==> config.mk <==
export PLATFORM = sky130hd
export DESIGN_NAME = calculate_delta_vec
export DESIGN_NICKNAME = d
export VERILOG_FILES = /design/src/rtl/nn_fp_pkg.sv /design/src/rtl/fp_mult_chain.sv /design/src/rtl/calculate_delta_vec.sv
export SDC_FILE = /design/constraint.sdc
export NUM_CORES = 2
export LEC_CHECK = 0
export CORE_MARGIN = 2
export CORE_UTILIZATION = 57
export CTS_CLUSTER_DIAMETER = 80
export DETAILED_ROUTE_END_ITERATION = 10
export PLACE_DENSITY = 0.79
export SLEW_MARGIN = 20
export SYNTH_ARGS = -nofsm -noshare
export SYNTH_HDL_FRONTEND = slang
export SYNTH_SLANG_ARGS = --single-unit
==> constraint.sdc <==
create_clock -name iCLK -period 23.9 [get_ports iCLK]
set_clock_uncertainty 0.1 [all_clocks]
set_input_delay 2.39 -clock iCLK [delete_from_list [all_inputs] [get_ports iCLK]]
set_output_delay 2.39 -clock iCLK [all_outputs]
set_load 0.1 [all_outputs]
==> src/rtl/nn_fp_pkg.sv <==
// Shared fp32 types, constants and the combinational
// single-precision multiply used by the trainer datapath.
package nn_fp_pkg;

  typedef logic [31:0] fp32_t;

  localparam fp32_t FP_ZERO    = 32'h0000_0000;
  localparam fp32_t FP_ONE     = 32'h3f80_0000;
  localparam fp32_t FP_QNAN    = 32'h7fc0_0000;
  localparam fp32_t MU_DEFAULT = 32'h3f40_0000;

  typedef enum logic [1:0] {
    IDLE,
    ISSUE,
    DRAIN
  } state_t;

  function automatic int tag_width(input int n);
    return (n > 1) ? $clog2(n) : 1;
  endfunction

  // Round-to-nearest-even; subnormals flush to signed zero
  function automatic fp32_t fp_mul(
    input fp32_t a,
    input fp32_t b
  );
    logic        s;
    logic [7:0]  ea, eb;
    logic [23:0] ma, mb;
    logic [47:0] p;
    logic [22:0] m;
    logic        g, st;
    logic [23:0] mr;
    logic [9:0]  esum;
    logic        a_nan, b_nan;
    logic        a_inf, b_inf;
    logic        a_zero, b_zero;
    s      = a[31] ^ b[31];
    ea     = a[30:23];
    eb     = b[30:23];
    a_nan  = (ea == 8'hff) && (a[22:0] != 23'h0);
    b_nan  = (eb == 8'hff) && (b[22:0] != 23'h0);
    a_inf  = (ea == 8'hff) && (a[22:0] == 23'h0);
    b_inf  = (eb == 8'hff) && (b[22:0] == 23'h0);
    a_zero = (ea == 8'h00);
    b_zero = (eb == 8'h00);
    ma     = {1'b1, a[22:0]};
    mb     = {1'b1, b[22:0]};
    p      = {24'h0, ma} * {24'h0, mb};
    if (p[47]) begin
      m  = p[46:24];
      g  = p[23];
      st = |p[22:0];
    end else begin
      m  = p[45:23];
      g  = p[22];
      st = |p[21:0];
    end
    mr   = {1'b0, m} + {23'h0, g & (st | m[0])};
    esum = {2'b0, ea} + {2'b0, eb}
         + {9'h0, p[47]} + {9'h0, mr[23]};
    if (a_nan || b_nan || (a_inf && b_zero)
        || (b_inf && a_zero))
      return FP_QNAN;
    if (a_inf || b_inf)
      return {s, 8'hff, 23'h0};
    if (a_zero || b_zero || esum <= 10'd127)
      return {s, 31'h0};
    if (esum >= 10'd382)
      return {s, 8'hff, 23'h0};
    esum = esum - 10'd127;
    return {s, esum[7:0], mr[22:0]};
  endfunction

endpackage

==> src/rtl/fp_mult_chain.sv <==
// Two pipelined fp32 multipliers in series computing (a*b)*c,
// with a valid/tag delay line matched to the total latency.
module fp_multiplier
  import nn_fp_pkg::*;
#(
  parameter int MULT_LAT = 5
) (
  input  logic  iCLK,
  input  logic  iRST,
  input  fp32_t iA,
  input  fp32_t iB,
  output fp32_t oP
);

  fp32_t r_pipe [MULT_LAT];

  always_ff @(posedge iCLK or posedge iRST) begin
    if (iRST) begin
      for (int i = 0; i < MULT_LAT; i++)
        r_pipe[i] <= FP_ZERO;
    end else begin
      r_pipe[0] <= fp_mul(iA, iB);
      for (int i = 1; i < MULT_LAT; i++)
        r_pipe[i] <= r_pipe[i-1];
    end
  end

  assign oP = r_pipe[MULT_LAT-1];

endmodule

module fp_mult_chain
  import nn_fp_pkg::*;
#(
  parameter int MULT_LAT = 5,
  parameter int TAG_W    = 2
) (
  input  logic             iCLK,
  input  logic             iRST,
  input  logic             iVALID,
  input  logic [TAG_W-1:0] iTAG,
  input  fp32_t            iA,
  input  fp32_t            iB,
  input  fp32_t            iC,
  output logic             oVALID,
  output logic [TAG_W-1:0] oTAG,
  output fp32_t            oRESULT
);

  localparam int L2 = 2 * MULT_LAT;

  fp32_t            w_p1;
  fp32_t            r_c   [MULT_LAT];
  logic             r_vld [L2];
  logic [TAG_W-1:0] r_tag [L2];

  fp_multiplier #(.MULT_LAT(MULT_LAT)) u_m1 (
    .iCLK (iCLK),
    .iRST (iRST),
    .iA   (iA),
    .iB   (iB),
    .oP   (w_p1)
  );

  // c is delayed so it meets its own product at stage two
  fp_multiplier #(.MULT_LAT(MULT_LAT)) u_m2 (
    .iCLK (iCLK),
    .iRST (iRST),
    .iA   (w_p1),
    .iB   (r_c[MULT_LAT-1]),
    .oP   (oRESULT)
  );

  always_ff @(posedge iCLK or posedge iRST) begin
    if (iRST) begin
      for (int i = 0; i < MULT_LAT; i++)
        r_c[i] <= FP_ZERO;
      for (int i = 0; i < L2; i++) begin
        r_vld[i] <= 1'b0;
        r_tag[i] <= '0;
      end
    end else begin
      r_c[0]   <= iC;
      r_vld[0] <= iVALID;
      r_tag[0] <= iTAG;
      for (int i = 1; i < MULT_LAT; i++)
        r_c[i] <= r_c[i-1];
      for (int i = 1; i < L2; i++) begin
        r_vld[i] <= r_vld[i-1];
        r_tag[i] <= r_tag[i-1];
      end
    end
  end

  assign oVALID = r_vld[L2-1];
  assign oTAG   = r_tag[L2-1];

endmodule

==> src/rtl/calculate_delta_vec.sv <==
// Perceptron weight-update engine: delta[k] = mu * err * x[k],
// one product issued per clock through a shared multiplier chain.
module calculate_delta_vec
  import nn_fp_pkg::*;
#(
  parameter int    NUM_IN   = 3,
  parameter int    MULT_LAT = 5,
  parameter fp32_t MU_RESET = MU_DEFAULT
) (
  input  logic                iCLK,
  input  logic                iRST,
  input  logic                iSTART,
  input  fp32_t               iERROR,
  input  logic [NUM_IN*32-1:0] iX,
  input  logic                iMU_WE,
  input  fp32_t               iMU,
  output logic                oBUSY,
  output logic                oDONE,
  output logic [NUM_IN*32-1:0] oDELTA,
  output fp32_t               oMU
);

  localparam int TAG_W = tag_width(NUM_IN);
  localparam logic [TAG_W-1:0] LAST = TAG_W'(NUM_IN - 1);

  state_t                  r_state, w_next;
  logic [TAG_W-1:0]        r_cnt;
  fp32_t                   r_err, r_mu, r_mu_job;
  logic [NUM_IN-1:0][31:0] r_x, r_delta;
  logic                    r_done;

  logic             w_accept, w_issue, w_fin;
  logic             w_out_vld;
  logic [TAG_W-1:0] w_out_tag;
  fp32_t            w_out;

  assign oBUSY    = (r_state != IDLE);
  assign oDONE    = r_done;
  assign oDELTA   = r_delta;
  assign oMU      = r_mu;
  assign w_accept = iSTART & (~oBUSY | oDONE);
  assign w_issue  = (r_state == ISSUE);
  // Issue is in order, so the last tag leaving means the pipe is empty
  assign w_fin    = (r_state == DRAIN) && w_out_vld
                 && (w_out_tag == LAST);

  always_comb begin
    w_next = r_state;
    unique case (r_state)
      IDLE:    if (w_accept) w_next = ISSUE;
      ISSUE:   if (r_cnt == LAST) w_next = DRAIN;
      DRAIN:   if (w_fin) w_next = IDLE;
      default: w_next = IDLE;
    endcase
  end

  always_ff @(posedge iCLK or posedge iRST) begin
    if (iRST) begin
      r_state <= IDLE;
      r_cnt   <= '0;
      r_done  <= 1'b0;
    end else begin
      r_state <= w_next;
      r_done  <= w_fin;
      if (w_accept)
        r_cnt <= '0;
      else if (w_issue)
        r_cnt <= r_cnt + 1'b1;
    end
  end

  always_ff @(posedge iCLK or posedge iRST) begin
    if (iRST) begin
      r_err    <= FP_ZERO;
      r_x      <= '0;
      r_mu_job <= MU_RESET;
      r_mu     <= MU_RESET;
    end else begin
      if (w_accept) begin
        r_err    <= iERROR;
        r_x      <= iX;
        r_mu_job <= r_mu;
      end
      if (iMU_WE)
        r_mu <= iMU;
    end
  end

  always_ff @(posedge iCLK or posedge iRST) begin
    if (iRST)
      r_delta <= '0;
    else if (w_out_vld)
      r_delta[w_out_tag] <= w_out;
  end

  fp_mult_chain #(
    .MULT_LAT (MULT_LAT),
    .TAG_W    (TAG_W)
  ) u_chain (
    .iCLK    (iCLK),
    .iRST    (iRST),
    .iVALID  (w_issue),
    .iTAG    (r_cnt),
    .iA      (r_err),
    .iB      (r_x[r_cnt]),
    .iC      (r_mu_job),
    .oVALID  (w_out_vld),
    .oTAG    (w_out_tag),
    .oRESULT (w_out)
  );

endmodule

==> run notes <==
The flow run is done. The flow measured a signed area growth from synthesis to layout of 10.6%. For the worst setup path, the data required time is 24.33 ns. In the setup report, the worst path falls into the class reg -> reg. Per the OpenROAD floorplan log, the area of the core is 116,000 um^2. Of all cell types, the one taking the most synthesized area is dfrtp_1.

At floorplan, the net count of the design was reported as 8,141. The number of global-route vias before repair was 51,900. Fraction of final layout cells with drive strength greater than 1 landed at 6.21%.

Per the synth stats, the flop cell with the highest instance count is dfrtp_1. Detailed-routed wire length on met2 landed at 85,200 um. On met1, the global router reports a usage of 36.7%. Number of logged tool warnings landed at 34. Per STA, the startpoint of the critical path is r_cnt[1].

Post-CTS setup-driven buffer insertion count landed at 0. The die covers 120,000 um^2. The flow ran to the end, and the final reports show no timing, DRC or antenna violations.

The area taken by sequential standard cells is reported as 20,100 um^2. Among the stages of the critical path, the cell type that occurs most often is fa_1. Of all nets on the critical path, the largest fanout is 35. The initial antenna violation count was 5. The share of the Yosys chip area taken by registers is 30.2%. The most common logic cell in the final layout is inv_1. The worst register-to-register path ends at u_chain.u_m1.r_pipe[128]. The max-slew check reports its worst relative slack as 20.6%. Total cells reported by yosys after synthesis landed at 6,626. At the end of routability-driven placement, the weighted congestion stood at 0.968. In this run the most used layer during global routing was met2. Per the timing report, the most critical flop-to-flop path originates at r_cnt[1]. Final sum of negative setup slack landed at 0 ns. The worst setup path is launched from a flip-flop.

Residual antenna-violating net count after detailed routing landed at 0. Initial DRC count landed at 3,667.

Cell depth of the worst flop-to-flop path landed at 47. The routed layout has 47,400 vias. Number of enable-type register cells in the synthesized netlist landed at 0. The final timing report lists a hold violation count of 0. The OpenROAD report gives the critical path a data arrival time of 14.29 ns. Portion of the clock cycle consumed by the worst path in the final layout landed at 58.0%. For this run, the final setup violation count is recorded as 0.

Total CTS buffers landed at 75. Distinct cell type count of the synthesized netlist landed at 103. Per the final report, max-transition violations number 0. The worst path in the final design needs a cycle of 13.86 ns, including I/O delays and setup. For reference, the critical path is captured by u_chain.u_m1.r_pipe[128]. Number of nets in the final layout landed at 8,307.

Number of cell rows landed at 125. For the worst-skew pair, the clock arrives at the later sink with an insertion delay of 0.66 ns. The synthesized netlist devotes 1.91% of its cell area to XOR and XNOR gates.

The first global-routing pass estimated 281,000 um of wire. Share of the core filled with cells landed at 63.5%. Max capacitance violation total landed at 0. Routed length on met1 landed at 65,100 um. The synthesized netlist occupies a cell area of 66,600 um^2. Remaining global-route overflow landed at 0. Setup repair after global routing left no endpoint under its margin. Starting density of the core landed at 57.4%. By instance count, the leading cell after synthesis is inv_1.

Yosys attributes the largest share of cell area to dfrtp_1, fa_1, ha_1. Area share of and/or/nand/nor cells after synthesis landed at 14.9%. The die is 346 um wide. By count the netlist is led by inv_1, nand2_1, fa_1.

The startpoint identified for the worst hold timing path is u_chain.r_c[99]. Tally of buffers added on design ports landed at 293. For this run the detailed placement stage logged an HPWL of 127,000 um.

The timing report gives the clock slew at the launch and capture registers of the worst setup and hold paths as 0.07 ns. Adder-cell area share of the yosys netlist landed at 36.3%. Number of warning messages in the yosys log landed at 0. Number of buffers inserted for hold repair after clock tree synthesis landed at 0.

Global routing used 29.9% of the available tracks. The worst setup path is captured at a flip-flop. Average size of a mapped cell landed at 10.1 um^2. In this run the deepest clock path goes through 3 buffers. Detailed-router iteration count before antenna repair landed at 6. Across all register-to-register paths, the minimum setup slack is 10.04 ns. The worst hold path terminates at u_chain.r_c[67].

Number of H-tree branching levels landed at 3. Area fraction in compound gates landed at 5.27%. STA reports the tightest min-delay check as being of type reg -> reg. Counting flops and latches in the post-synthesis netlist gives 803. Vertical die dimension landed at 346 um.

The synthesized design devotes to its leading area cell type 29.6% of total area.
[stage by stage]
stage / setup slack, ns / hold slack (ns) / cell area [um^2]
2_1_floorplan: 10.40 / 0.231 / 66600
3_3_place_gp: 10.46 / 0.232 / 71000
3_5_place_dp: 10.21 / 0.235 / 71000
4_1_cts: 10.16 / 0.223 / 73600
5_1_grt: 9.14 / 0.229 / 73700
6_report: 10.04 / 0.221 / 73700
[layout make-up]
class / count / area share [%]
diodes: 1 / 0.00340
clock buffers: 102 / 2.86
clock inverters: 31 / 0.651
inverters: 1197 / 6.11
multi-input cells: 4331 / 55.5
flip-flops and latches: 803 / 27.3
well taps: 1524 / 2.59
repair buffers: 384 / 5.00
[critical path: cells and delay by family (launching register included)]
kind            cells  cell delay [ns]
compound gates     12             2.48
xor+xnor            1             0.15
fa+ha+maj          11             5.02
buf+inv            10             1.65
flops               1             0.37
mux                 2             0.43
simple gates       11             3.45
[flip-flops by register name (all words and copies together) (netlist names), 2 cells and up]
name                 flops
u_chain.u_m2.oP         32
u_chain.u_m1.r_pipe    128
u_chain.r_tag           18
r_state                  2
r_cnt                    2
oDELTA                  96
r_x                     96
u_chain.oTAG             2
r_err                   32
u_chain.u_m1.oP         32
oMU                     32
u_chain.u_m2.r_pipe    128
r_mu_job                32
u_chain.r_c            160
u_chain.r_vld            9
[cells by family after synthesis]
logic type               after synthesis
AND-OR/OR-AND                        529
XOR/XNOR                             145
adder cells (fa/ha/maj)             1352
buffers and inverters               1492
flip-flops                           803
multiplexers                         175
AND/OR/NAND/NOR                     2130
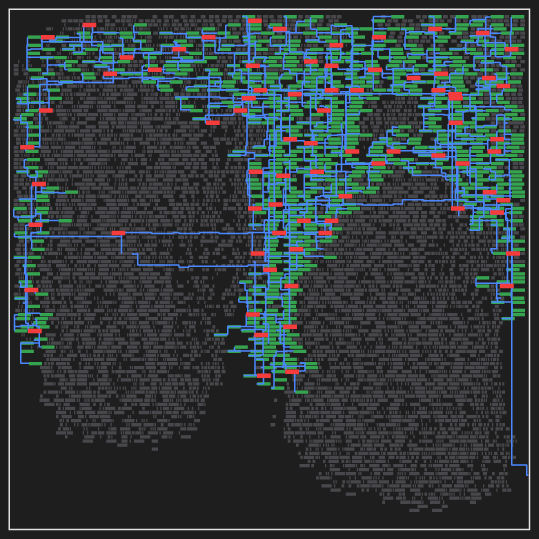
(clock distribution)
Drawn at 1.5 px/um.
Key: clock drivers = red [count 75]; flip-flops = green [count 803]; clock wires = blue [length 9,410 um]
There are 76 routed clock nets.

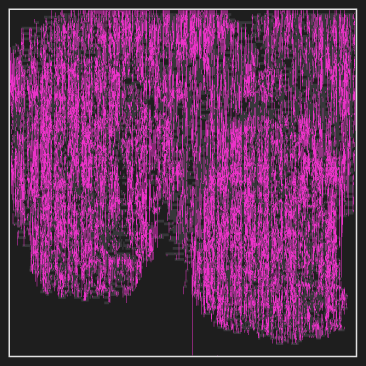
(met2 routing)
Drawn at 1 px/um. Cells faint in the background.
The layer carries 85.2 mm of wire. The longest straight run is 88.4 um. 7,256 nets have wire on it. The layer holds 49% of the routed length.
global-route track usage on met2: 50.6%
Routed WL: 175,000 um

